### src/rtl/traffic_light_monitor.sv
// traffic_light_monitor
// Watches the {red, yellow, green} outputs of a traffic-light controller,
// locks onto the R->G->Y sequence, counts completed cycles and latches the
// first fault it sees (one-hot, order, or dwell) until clr_err or reset.
// Optional feature macro: TLM_DWELL_CHECK_EN enables dwell-time checking.
// There is no handshake: the light inputs are sampled on every rising edge.
module traffic_light_monitor #(
    parameter int RED_CYC    = 5,
    parameter int GREEN_CYC  = 4,
    parameter int YELLOW_CYC = 2,
    parameter int CNT_W      = 8
) (
    input  logic             clk,
    input  logic             reset,
    input  logic             red,
    input  logic             yellow,
    input  logic             green,
    input  logic             clr_err,
    output logic [1:0]       phase,
    output logic             locked,
    output logic             error,
    output logic [1:0]       err_code,
    output logic [15:0]      cycles,
    output logic [CNT_W-1:0] dwell,
    output logic [2:0]       fsm_state
);

    typedef enum logic [2:0] {
        S_SYNC   = 3'd0,
        S_RED    = 3'd1,
        S_GREEN  = 3'd2,
        S_YELLOW = 3'd3,
        S_FAULT  = 3'd4
    } state_t;

    // Light patterns in {red, yellow, green} order.
    localparam logic [2:0] PAT_R = 3'b100;
    localparam logic [2:0] PAT_Y = 3'b010;
    localparam logic [2:0] PAT_G = 3'b001;

    localparam logic [1:0] CODE_NONE  = 2'd0;
    localparam logic [1:0] CODE_ONEHOT = 2'd1;
    localparam logic [1:0] CODE_ORDER = 2'd2;
    localparam logic [1:0] CODE_DWELL = 2'd3;

    localparam logic [CNT_W-1:0] RED_D    = CNT_W'(RED_CYC);
    localparam logic [CNT_W-1:0] GREEN_D  = CNT_W'(GREEN_CYC);
    localparam logic [CNT_W-1:0] YELLOW_D = CNT_W'(YELLOW_CYC);
    localparam logic [CNT_W-1:0] DWELL_ONE = CNT_W'(1);
    localparam logic [CNT_W-1:0] DWELL_MAX = {CNT_W{1'b1}};

`ifdef TLM_DWELL_CHECK_EN
    localparam bit DWELL_CHK = 1'b1;
`else
    localparam bit DWELL_CHK = 1'b0;
`endif

    state_t           state, state_n;
    logic [1:0]       code_q, code_n;
    logic [15:0]      cycles_q, cycles_n;
    logic [CNT_W-1:0] dwell_q, dwell_n;
    logic [2:0]       prev_q;

    logic [2:0]       pat;
    logic             one_hot;
    logic [2:0]       own_pat;
    logic [2:0]       succ_pat;
    state_t           succ_state;
    logic [CNT_W-1:0] own_cyc;

    assign pat     = {red, yellow, green};
    assign one_hot = (pat == PAT_R) || (pat == PAT_Y) || (pat == PAT_G);

    // Register state, first fault code, cycle count, dwell and last sample.
    always_ff @(posedge clk or negedge reset) begin
        if (!reset) begin
            state    <= S_SYNC;
            code_q   <= CODE_NONE;
            cycles_q <= 16'd0;
            dwell_q  <= '0;
            prev_q   <= 3'b000;
        end else begin
            state    <= state_n;
            code_q   <= code_n;
            cycles_q <= cycles_n;
            dwell_q  <= dwell_n;
            prev_q   <= pat;
        end
    end

    // Per-state expectations: own pattern, legal successor, expected dwell.
    always_comb begin
        own_pat    = PAT_R;
        succ_pat   = PAT_G;
        succ_state = S_GREEN;
        own_cyc    = RED_D;
        case (state)
            S_GREEN: begin
                own_pat    = PAT_G;
                succ_pat   = PAT_Y;
                succ_state = S_YELLOW;
                own_cyc    = GREEN_D;
            end
            S_YELLOW: begin
                own_pat    = PAT_Y;
                succ_pat   = PAT_R;
                succ_state = S_RED;
                own_cyc    = YELLOW_D;
            end
            default: begin
                own_pat    = PAT_R;
                succ_pat   = PAT_G;
                succ_state = S_GREEN;
                own_cyc    = RED_D;
            end
        endcase
    end

    // Next-state logic; fault checks ranked one-hot > order > dwell,
    // and clr_err overrides everything. FAULT holds all counters.
    always_comb begin
        state_n  = state;
        code_n   = code_q;
        cycles_n = cycles_q;
        dwell_n  = dwell_q;
        if (clr_err) begin
            state_n = S_SYNC;
            code_n  = CODE_NONE;
            dwell_n = '0;
        end else begin
            case (state)
                S_SYNC: begin
                    if (prev_q == PAT_R && pat == PAT_G) begin
                        state_n = S_GREEN;
                        dwell_n = DWELL_ONE;
                    end
                end
                S_RED, S_GREEN, S_YELLOW: begin
                    if (!one_hot) begin
                        state_n = S_FAULT;
                        code_n  = CODE_ONEHOT;
                    end else if (pat == own_pat) begin
                        if (DWELL_CHK && dwell_q == own_cyc) begin
                            state_n = S_FAULT;
                            code_n  = CODE_DWELL;
                        end else if (dwell_q != DWELL_MAX) begin
                            dwell_n = dwell_q + DWELL_ONE;
                        end
                    end else if (pat == succ_pat) begin
                        if (DWELL_CHK && dwell_q != own_cyc) begin
                            state_n = S_FAULT;
                            code_n  = CODE_DWELL;
                        end else begin
                            state_n = succ_state;
                            dwell_n = DWELL_ONE;
                            if (state == S_YELLOW && cycles_q != 16'hFFFF)
                                cycles_n = cycles_q + 16'd1;
                        end
                    end else begin
                        state_n = S_FAULT;
                        code_n  = CODE_ORDER;
                    end
                end
                S_FAULT: begin
                    state_n = S_FAULT;
                end
                default: begin
                    state_n = S_SYNC;
                end
            endcase
        end
    end

    // Output decode from the registered state and counters.
    always_comb begin
        phase = 2'd3;
        case (state)
            S_RED:    phase = 2'd0;
            S_GREEN:  phase = 2'd1;
            S_YELLOW: phase = 2'd2;
            default:  phase = 2'd3;
        endcase
    end

    assign locked    = (state == S_RED) || (state == S_GREEN) || (state == S_YELLOW);
    assign error     = (state == S_FAULT);
    assign err_code  = code_q;
    assign cycles    = cycles_q;
    assign dwell     = dwell_q;
    assign fsm_state = state;

endmodule

### config.mk
export PLATFORM = sky130hd
export DESIGN_NAME = traffic_light_monitor
export DESIGN_NICKNAME = d
export VERILOG_FILES = /design/src/rtl/traffic_light_monitor.sv
export SDC_FILE = /design/constraint.sdc
export NUM_CORES = 1
export LEC_CHECK = 0
export ABC_AREA = 1
export CELL_PAD_IN_SITES_DETAIL_PLACEMENT = 2
export CELL_PAD_IN_SITES_GLOBAL_PLACEMENT = 2
export CORE_MARGIN = 1
export CORE_UTILIZATION = 32
export CTS_BUF_LIST = sky130_fd_sc_hd__clkbuf_4
export CTS_CLUSTER_SIZE = 24
export DETAILED_ROUTE_END_ITERATION = 10
export HOLD_SLACK_MARGIN = 0.15
export MAX_ROUTING_LAYER = met4
export PLACE_DENSITY_LB_ADDON = 0.1
export SLEW_MARGIN = 40
export SYNTH_ARGS = -nofsm -noshare
export SYNTH_HDL_FRONTEND = slang
export SYNTH_SLANG_ARGS = --single-unit
### constraint.sdc
create_clock -name clk -period 3.62 [get_ports clk]
set_clock_uncertainty 0.2 [all_clocks]
set_input_delay 0.362 -clock clk [delete_from_list [all_inputs] [get_ports clk]]
set_output_delay 0.362 -clock clk [all_outputs]
set_load 0.01 [all_outputs]
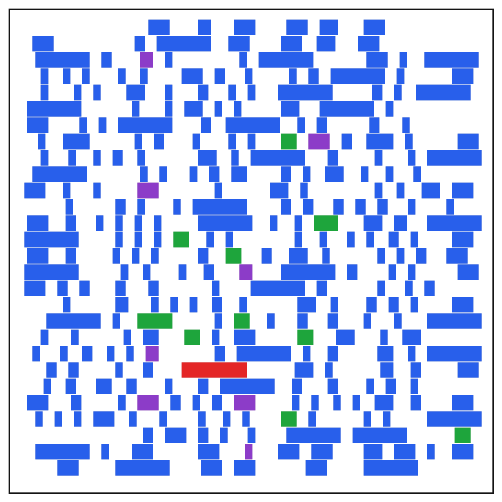
run_1/drive_strength.png
Scale: 6 px per um.
size	colour	cells
drive 2	purple	8
drive 6 and up	red	1
drive 3 to 4	green	10
drive 1 or less	blue	294

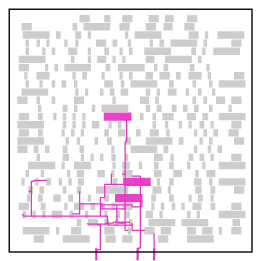
run_1/port_nets.png
Scale: 3 px per um.
port	colour	bits	direction	edge	end cells	wire
fsm_state	magenta	3	output	south	3	247 um

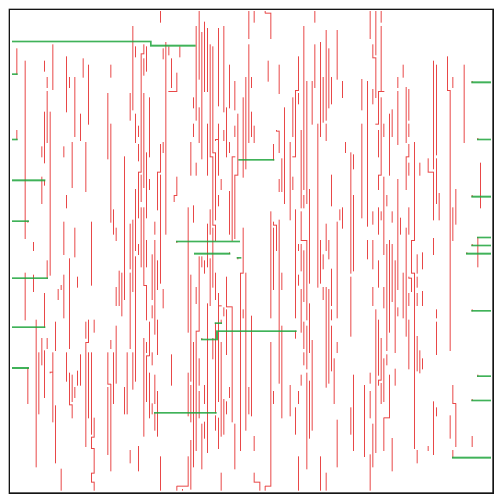
run_1/metal_stack.png
Scale: 6 px per um. Only two layers are drawn.
layer	colour	wire length
met3	green	135 um
met2	red	3090 um

==> Slide: Implementation Results, run 1 <==
Physical Implementation Snapshot

Critical path
  • Worst setup endpoint: locked
  • Largest delay share family, worst path: buffers and inverters
  • Worst-path cell chain: nor2_1, nor2_2, clkdlybuf4s50_1
  • CP Capture Type: output port
  • CP Buf/Inv Count: 1
  • WP data arrival: 1.92 ns
  • Max incr delay on CP: 0.60 ns
  • Cell depth of the worst flop-to-flop path: 7

Yosys
  • Gate Count Post-Synth: 268
  • Compound Share, Synth: 0.0318
  • Mux area share: 0
  • Yosys warning total: 0
  • Synth async-reset ratio: 1.00
  • Synth Seq Share: 0.407
  • Cell Area, Synth: 0.00197 mm2
  • Yosys top cell by area: dfrtp_1
  • Area leader share: 0.407
  • Commonest cells post-synth: 79 x nand2_1, 41 x nand3_1, 32 x dfrtp_1
  • Yosys cell types: 24
  • And+or+nand+nor area frac: 0.400
  • Top non-seq family: simple AND/OR/NAND/NOR gates

Flow run
  • Max Cap Viol: 0
  • Tool Warnings: 26

Global route
  • Met3 Use GR: 0.0364
  • Initial antenna violation count: 0
  • GR Util met1: 0.241
  • Global-route wire length before repair: 10.0 mm
  • Total grt overflow: 0
  • Largest net degree at the start of global routing: 33
  • Grt peak-use layer: met2

Power and ir drop
  • PwrDens: 432 mW/mm2
  • Leakage: 1.15 nW
  • Net Sw Frac: 0.375
  • Total power: 0.00108 W
  • Part of the power in the clock network: 0.254
  • Register share of total power: 0.389
  • NetSw: 0.000405 W
  • Logic power comb: 0.000385 W
  • VDD IR-drop max: 189 uV

Floorplan
  • Number of I/O pins: 39
  • DIE AREA: 0.00646 mm2
  • TAP cells: 75

Clock tree
  • CTS Buf Count: 5
  • CTS HTree Levels: 2
  • Post-cts gate resize count: 0
  • Clock Sinks: 32
  • Root buffer cell: clkbuf_4
  • Insertion Delay late pin: 0.33 ns

Layout
  • Logic share of the area: 0.410
  • Gate Area: 0.00102 mm2
  • Flops: 32
  • Fin area: 0.00250 mm2
  • Reg area: 801 um2
  • Layout clock area frac: 0.0301
  • Non-clock buffer total of the final layout: 41
  • Top cell excl fill/tap: nand2_1
  • Area delta synth->final: 27.0%
  • Layout cells sized above 1: 0.0607
  • Top logic cells by instance count in the layout: 79 x nand2_1, 41 x nand3_1, 38 x clkdlybuf4s50_1
  • Fin cells: 388
  • Final layout net count: 320

Placed design
  • Post-place setup slack: 1.11 ns
  • # port buffers: 38
  • Inst Count DP: 380
  • Post-DP HPWL: 4.44 mm
  • DP Area: 0.00242 mm2

Min path
  • Class of the worst hold path: primary input to asynchronous set/reset pin

Drt
  • Metal-1 WL: 2.52 mm
  • DRT iter0 DRCs: 82
  • ANT nets after route: 0
  • WL/cell: 15.0 um
  • Residual DRC: 0

Final timing
  • Period utilisation layout: 0.685
  • Worst-Margin Slew: 0.472 ns
  • Setup Viol. Count Final: 0
  • Slew HR: 0.684
  • Min Tclk post-route: 2.48 ns

Outcome
  • Status: finished clean
[run 1: metrics by stage]
stage | util | hold slack, ns
finish | 0.422 | 0.224
detailed placement | 0.409 | 0.317
CTS | 0.422 | 0.234
global route | 0.422 | 0.248
floorplan | - | -0.134
global placement | 0.409 | 0.295
[run 1: how the worst min path moves through the flow]
| stage | from | endpoint | slack (ns) | cells past startpoint |
|---|---|---|---|---|
| 2_1_floorplan | reset | cycles[0] | -0.13 | 0 |
| 3_3_place_gp | cycles[15] | cycles[15] | 0.29 | 2 |
| 3_5_place_dp | err_code[1] | err_code[1] | 0.32 | 2 |
| 4_1_cts | reset | dwell[7] | 0.23 | 2 |
| 5_1_grt | reset | cycles[15] | 0.25 | 2 |
| 6_report | reset | cycles[15] | 0.22 | 2 |
run_1/pins.png
Scale: 6 px per um. Pins as bars across the die edge, other pins in grey.
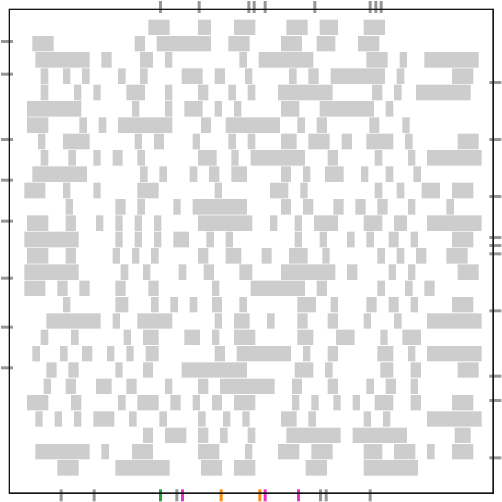

==> run 2: changes to the inputs <==
CORE_UTILIZATION = 30   (was 32)
clock period = 2.35 ns   (was 3.62 ns; I/O delays follow)
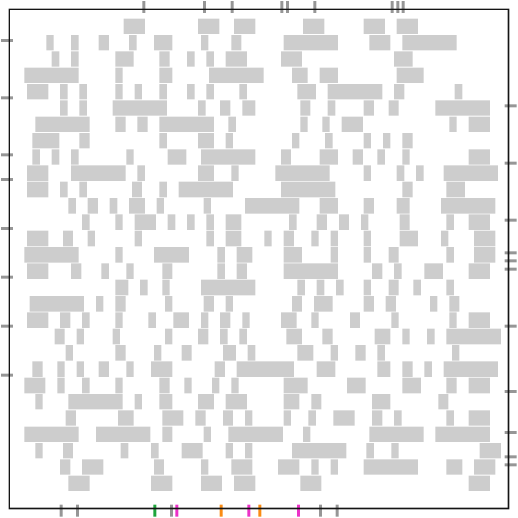
run_2/pins.png
Scale: 6 px per um. Pins as bars across the die edge, other pins in grey.
port	colour	pins	direction	edge
fsm_state	magenta	3	output	south
phase	orange	2	output	south
locked	green	1	output	south

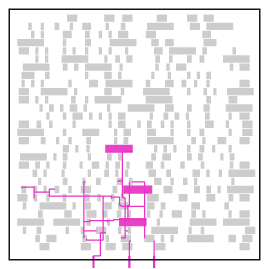
run_2/port_nets.png
Scale: 3 px per um.
port	colour	bits	direction	edge	end cells	wire
fsm_state	magenta	3	output	south	3	218 um

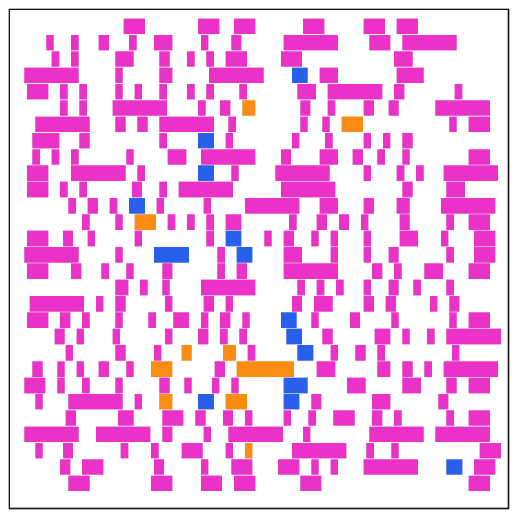
run_2/drive_strength.png
Scale: 6 px per um.
size	colour	cells
drive 1 or less	magenta	292
drive 3 to 4	blue	14
drive 2	orange	10

==> Slide: Implementation Results, run 2 <==
Physical Implementation Snapshot

Outcome
  • Status: finished clean (unchanged)

Power and ir drop
  • NetSw: 0.000613 W (was 0.000405 W)
  • Register share of total power: 0.415 (was 0.389)
  • PwrDens: 623 mW/mm2 (was 432 mW/mm2)
  • Part of the power in the clock network: 0.206 (was 0.254)
  • Leakage: 1.16 nW (was 1.15 nW)
  • Total power: 0.00156 W (was 0.00108 W)
  • Logic power comb: 0.000592 W (was 0.000385 W)

Layout
  • Area delta synth->final: 27.5% (was 27.0%)
  • Final layout net count: 324 (was 320)
  • Gate Area: 0.00102 mm2 (unchanged)
  • Fin cells: 393 (was 388)
  • Fin util: 0.395 (was 0.422)
  • Non-clock buffer total of the final layout: 45 (was 41)
  • Layout clock area frac: 0.0200 (was 0.0301)
  • Top logic cells by instance count in the layout: 79 x nand2_1, 41 x nand3_1, 38 x clkdlybuf4s50_1 (unchanged)
  • Logic share of the area: 0.408 (was 0.410)
  • Reg area: 802 um2 (was 801 um2)
  • Layout cells sized above 1: 0.0759 (was 0.0607)

Final timing
  • Worst-Margin Slew: 0.451 ns (was 0.472 ns)
  • Worst-case hold slack: 0.236 ns (was 0.224 ns)
  • Slew HR: 0.699 (was 0.684)
  • Period utilisation layout: 0.956
  • Setup Viol. Count Final: 0 (unchanged)
  • Min Tclk post-route: 2.25 ns

Floorplan
  • Number of I/O pins: 39 (unchanged)
  • DIE AREA: 0.00688 mm2 (was 0.00646 mm2)

Critical path
  • CP Capture Type: output port (unchanged)
  • Largest delay share family, worst path: buffers and inverters (unchanged)
  • CP Buf/Inv Count: 2 (was 1)
  • Worst-path cell chain: inv_2, nor3_1, clkdlybuf4s50_1 (was nor2_1, nor2_2, clkdlybuf4s50_1)
  • Max incr delay on CP: 0.61 ns (was 0.60 ns)

Drt
  • ANT nets after route: 0 (unchanged)
  • DRT iter0 DRCs: 40 (was 82)
  • WL/cell: 14.7 um (was 15.0 um)
  • Metal-1 WL: 2.55 mm (was 2.52 mm)

Yosys
  • Area leader share: 0.407 (unchanged)
  • Top non-seq family: simple AND/OR/NAND/NOR gates (unchanged)
  • Average size of a mapped cell: 7.34 um2 (unchanged)
  • Yosys top cell by area: dfrtp_1 (unchanged)
  • Compound Share, Synth: 0.0318 (unchanged)
  • Yosys warning total: 0 (unchanged)
  • Mux area share: 0 (unchanged)
  • Cell Area, Synth: 0.00197 mm2 (unchanged)
  • Commonest cells post-synth: 79 x nand2_1, 41 x nand3_1, 32 x dfrtp_1 (unchanged)
  • Synth async-reset ratio: 1.00 (unchanged)
  • And+or+nand+nor area frac: 0.400 (unchanged)
  • Synth Seq Share: 0.407 (unchanged)
  • Gate Count Post-Synth: 268 (unchanged)

Placed design
  • Post-place setup slack: 0.0435 ns (was 1.11 ns)
  • # port buffers: 38 (unchanged)
  • DP Area: 0.00245 mm2 (was 0.00242 mm2)
  • Post-DP HPWL: 4.43 mm (was 4.44 mm)

Clock tree
  • Root buffer cell: clkbuf_4 (unchanged)
  • Insertion Delay late pin: 0.34 ns (was 0.33 ns)
  • CTS Buf Count: 5 (unchanged)

Global route
  • Largest net degree at the start of global routing: 33 (unchanged)
  • Initial antenna violation count: 0 (unchanged)
  • Total grt overflow: 0 (unchanged)

Flow run
  • Max Cap Viol: 0 (unchanged)
[run 2: timing repair]
item	4_1_cts	5_1_grt
resized	1	0
hold buffers	1	0
setup endpoints to repair	1	0
hold endpoints to repair	32	0
[run 2: kinds of logic (layout without fill, tap and decap cells)]
group,Yosys count,in the layout
fa+ha+maj,2,2
xor+xnor,17,17
flops,32,32
simple gates,174,174
buf+inv,31,79
compound gates,12,12
[run 2: path summary, 6_finish.rpt]
check / depth (start not counted) / slack, ns / end
worst max-delay path: 3 / 0.10 / error
worst min-delay path: 1 / 0.24 / prev_q[2]
worst max register to register: 10 / 0.26 / cycles[10]
worst min register to register: 2 / 0.33 / err_code[0]
max in group asynchronous: 3 / 0.97 / fsm_state[1]
min in group asynchronous: 3 / 0.65 / cycles[15]
Power figures rest on the tool's default switching activity, not on a simulated workload.
